--- src/rtl/bit_pattern_generator.sv ---
// bit_pattern_generator: builds an LSB-aligned thermometer word holding count_in ones,
// shifting in one '1' per cycle under an s/done start handshake.
module bit_pattern_generator #(
    parameter int A_WIDTH   = 8,
    parameter int RET_WIDTH = 4
) (
    input  logic                 clock,
    input  logic                 reset,
    input  logic                 s,
    input  logic [RET_WIDTH-1:0] count_in,
    output logic [A_WIDTH-1:0]   A,
    output logic                 busy,
    output logic                 done,
    output logic                 sat
);
    localparam logic [1:0] IDLE  = 2'b00;
    localparam logic [1:0] SHIFT = 2'b01;
    localparam logic [1:0] DONE  = 2'b10;
    localparam logic [RET_WIDTH-1:0] MAX_COUNT = RET_WIDTH'(A_WIDTH);
    logic [1:0]           state;
    logic [RET_WIDTH-1:0] remaining;
    logic                 over;
    assign over = count_in > MAX_COUNT;
    assign busy = state == SHIFT;
    assign done = state == DONE;
    always_ff @(posedge clock) begin
        if (reset) begin
            state     <= IDLE;
            A         <= '0;
            remaining <= '0;
            sat       <= 1'b0;
        end else begin
            case (state)
                IDLE: begin
                    if (s) state <= SHIFT;
                    else begin
                        A         <= '0;
                        remaining <= over ? MAX_COUNT : count_in;
                        sat       <= over;
                    end
                end
                SHIFT: begin
                    // the !=0 guard keeps remaining from wrapping below zero
                    if (remaining != '0) begin
                        A         <= A_WIDTH'({A, 1'b1});
                        remaining <= remaining - 1'b1;
                    end else state <= DONE;
                end
                DONE: if (!s) state <= IDLE;
                default: state <= IDLE;
            endcase
        end
    end
endmodule
--- config.mk ---
export PLATFORM = sky130hd
export DESIGN_NAME = bit_pattern_generator
export DESIGN_NICKNAME = d
export VERILOG_FILES = /design/src/rtl/bit_pattern_generator.sv
export SDC_FILE = /design/constraint.sdc
export NUM_CORES = 1
export LEC_CHECK = 0
export ABC_AREA = 1
export CAP_MARGIN = 5
export CORE_UTILIZATION = 40
export DETAILED_ROUTE_END_ITERATION = 8
export HOLD_SLACK_MARGIN = 0.06
export PLACE_DENSITY_LB_ADDON = 0.12
export SLEW_MARGIN = 20
export SYNTH_ARGS = -nofsm -noshare
export SYNTH_HDL_FRONTEND = slang
export SYNTH_SLANG_ARGS = --single-unit
--- constraint.sdc ---
create_clock -name clock -period 1.7 [get_ports clock]
set_input_delay 0.255 -clock clock [delete_from_list [all_inputs] [get_ports clock]]
set_output_delay 0.255 -clock clock [all_outputs]
set_load 0.005 [all_outputs]
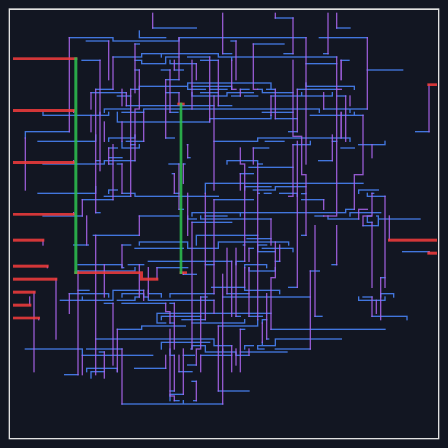
Figure 1: wiring by layer.
legend:
  blue:
    layer: M1
    wire_length: 770 um
  purple:
    layer: M2
    wire_length: 637 um
  green:
    layer: M4
    wire_length: 40.1 um
  red:
    layer: M3
    wire_length: 58.0 um
Routed WL per cell: 10.2 um
overall fraction of global-route tracks in use: 17.5%

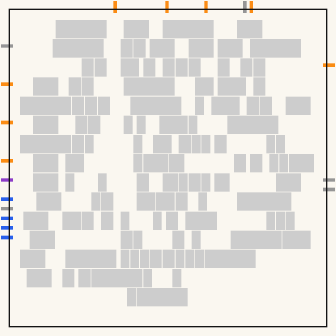
Figure 2: pin placement.
Pins as bars across the die edge, other pins in gray.
legend:
  orange:
    port: A
    pins: 8
    direction: output
    edge: 4 top, 3 left, 1 right
  purple:
    port: reset
    pins: 1
    direction: input
    edge: left
  blue:
    port: count_in
    pins: 4
    direction: input
    edge: left

==> notes.md <==
run metrics: Log Warnings 26, fin area 968 um2, Pleak 0.000413 uW, hold_buf cts 0, outcome finished clean, filler cell count 186, Avg Cell Area, Syn 7.21 um2, Registers, synthesis 15, Unique masters post-synth 19, number of routed nets with antenna violations 0, die width 44.9 um, Final nets 131, antenna violations before repair 0, TritonCTS buffer count 3, gr ovfl total 0, Detailed Place HPWL 1130 um, syn nets 110, placed inst area 932 um2, Worst Path Buf+Inv 3, Comb power 303 uW, CP required 1.44 ns, share of power burned in the clock network 21.9%, Psw 321 uW, Synth Instances 102, Post-synth top cells nand3_1 (22), dfxtp_1 (15), inv_1 (13), H-tree depth 1, Initial Util 42.6%, Top delay family on crit path buffers and inverters, final hold vios 0, layout cells sized above 1 13.9%, count leader, synth nand3_1, Worst-Margin Slew 0.224 ns, worst path arrival time 1.35 ns, clock root buffer clkbuf_4, number of non-clock buffers 20, Area leader share 40.8%, CP endpoint kind output port, dominant class by area multi-input combinational cells, critical path type reg -> out, Logic pwr share 33.1%, Mapped Area 736 um2, Top power group sequential cells, Top FF cell, synth dfxtp_1, CTS tree done, port bufs 17, unrepaired setup endpoints after global routing no, global-route wire length before repair 2490 um, fin. max-slew vios 0, ClkCell Share 2.84%, Power Density 946 mW/mm2, PostCTS Resize Cnt 0, nonclk inv count 14, clk pwr 200 uW, Longest Clk Path Bufs 2, setup tns final 0 ns, # diodes 0, ys async rst share 0%, chip area 0.00201 mm2, multi-input logic area 360 um2, vias per cell 4.75, clock sinks 15, yosys stat area 736 um2, CLK BUF 3, Yosys Instances 102, peak fanout along the critical path 7, Seq group 412 uW, P_int 595 uW, DRT Pass-1 Iters 4, crit-path cells inv_2, nand2_4, inv_4, clkdlybuf4s50_1, Clock Latency Late Sink 0.28 ns, clock transition at the registers of the reported paths 0.09 ns, register share of total power 45.0%, Ports 18, Fmax 0.623 GHz, max-capacitance violation count 0, P&R area growth vs syn 31.6%, CP max-delay cell clkdlybuf4s50_1, final setup vio count 0, Worst Hold Class reg -> reg, Die Y 44.9 um, Logic Gate Count 69, largest net degree at the start of global routing 12, top cells by area dfxtp_1 (41%), nand3_1 (15%), a21oi_1 (7.5%), total number of vias 698, cell taking the most area after synthesis dfxtp_1, fin crit share 94.5%, DR iter-0 viols 9, sequential cell area 302 um2, warnings from Yosys 0, setup bufs post-CTS 0, Post-synth EDFFs 0, gp weighted congestion 0.746, vias in the first global route 602, max incr delay on CP 0.50 ns, Seq share, synth 40.8%, sw frac 35.1%, CP Launch Type register, maximum vdd drop 0.484 mV, Routed WL 1500 um, buffer share of cell area 19.9%, clk_skew 0.00532 ns, Core ar. 0.00173 mm2, row cnt 15, Tap Count 25, drt drc 0, flop count 15, slew margin rel. 85.0%, fin crit period 1.61 ns, flop share of the area 31.1%
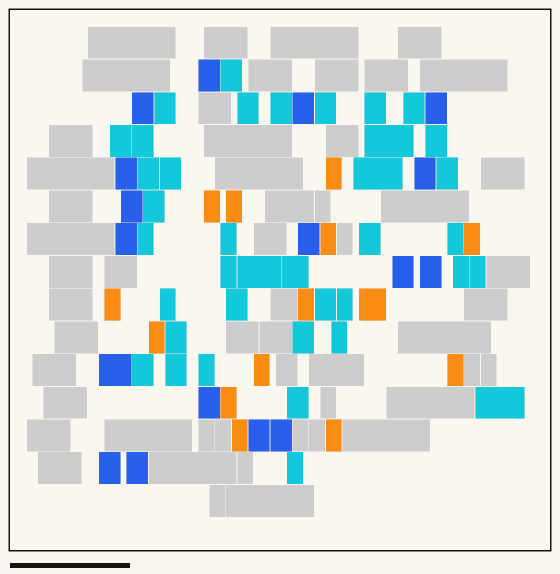
Figure 3: gate-type map.
Scale bar: 10 um.
legend:
  orange:
    family: inv cells
    cells: 14
    most_used: inv_1
  cyan:
    family: nand cells
    cells: 38
    most_used: nand3_1
  blue:
    family: aoi and oai cells
    cells: 17
    most_used: a21oi_1
most frequent logic cell in the layout: nand3_1
combinational share of cell area: 37.2%
Final Non-Filler Cells: 147

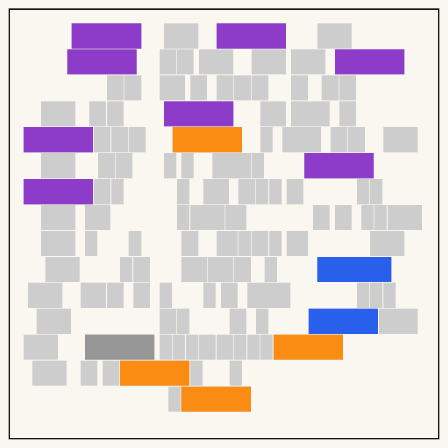
Figure 4: register map, names as in the netlist.
Other sequential cells in the stronger gray, the rest of the logic in the fainter gray.
legend:
  blue:
    netlist_name: state
    sequential_cells: 2
  orange:
    netlist_name: remaining
    sequential_cells: 4
    where: bottom center
  purple:
    netlist_name: A
    sequential_cells: 8

## flip-flops by register name (all words and copies together) (netlist names)
name and cells:
remaining 4, state 2, A 8, sat 1
## layer usage
layer | vias to the layer above | routed length [um] | global-route usage (%)
li1 | 375 | - | -
met1 | 304 | 769 | 22.5
met2 | 15 | 636 | 26.8
met3 | 4 | 57 | 3.60
met4 | 0 | 40 | 10.9
met5 | - | 0 | 0
## cell families after synthesis
kind of cell | Yosys count | share of synthesized area [%]
adders and majority gates | 1 | 1.70
buffers and inverters | 18 | 10.9
and+or+nand+nor | 51 | 34.7
DFF | 15 | 40.8
AOI/OAI and AO/OA | 17 | 11.9
## layout by cell type, fill, tap and decap left out
master,n
inv_1,12
inv_2,1
clkinv_2,1
or2_2,1
nor2_1,11
inv_4,1
o21ai_0,5
nand2_2,1
nand3_2,1
dfxtp_2,1
nor2_4,1
o31ai_1,1
buf_4,3
a21oi_1,11
nand2_1,11
clkbuf_4,3
ha_1,1
dfxtp_1,14
nand3_1,22
clkdlybuf4s50_1,17
nand2_4,3
## worst paths after layout
kind / startpoint / to / cells past startpoint / slack, ns
setup / recovery: state[1] / busy / 4 / 0.09
hold / removal: A[7] / A[7] / 2 / 0.48
setup reg to reg: remaining[0] / remaining[2] / 7 / 0.32
hold reg to reg: A[7] / A[7] / 2 / 0.48
## through the flow
stage / util (%) / std cells / power (uW) / worst slack, ns / hold slack (ns)
detailed placement: 54.0 / 143 / 716 / 0.257 / 0.472
finish: 56.1 / 147 / 916 / 0.0941 / 0.481
CTS: 55.6 / 147 / 924 / 0.00481 / 0.487
global placement: 54.0 / 143 / 709 / 0.272 / 0.466
floorplan: - / 102 / 636 / 0.496 / 0.400
global route: 56.1 / 147 / 981 / 0.0198 / 0.500
No activity file was given, so power comes from the tool's default toggle rates.
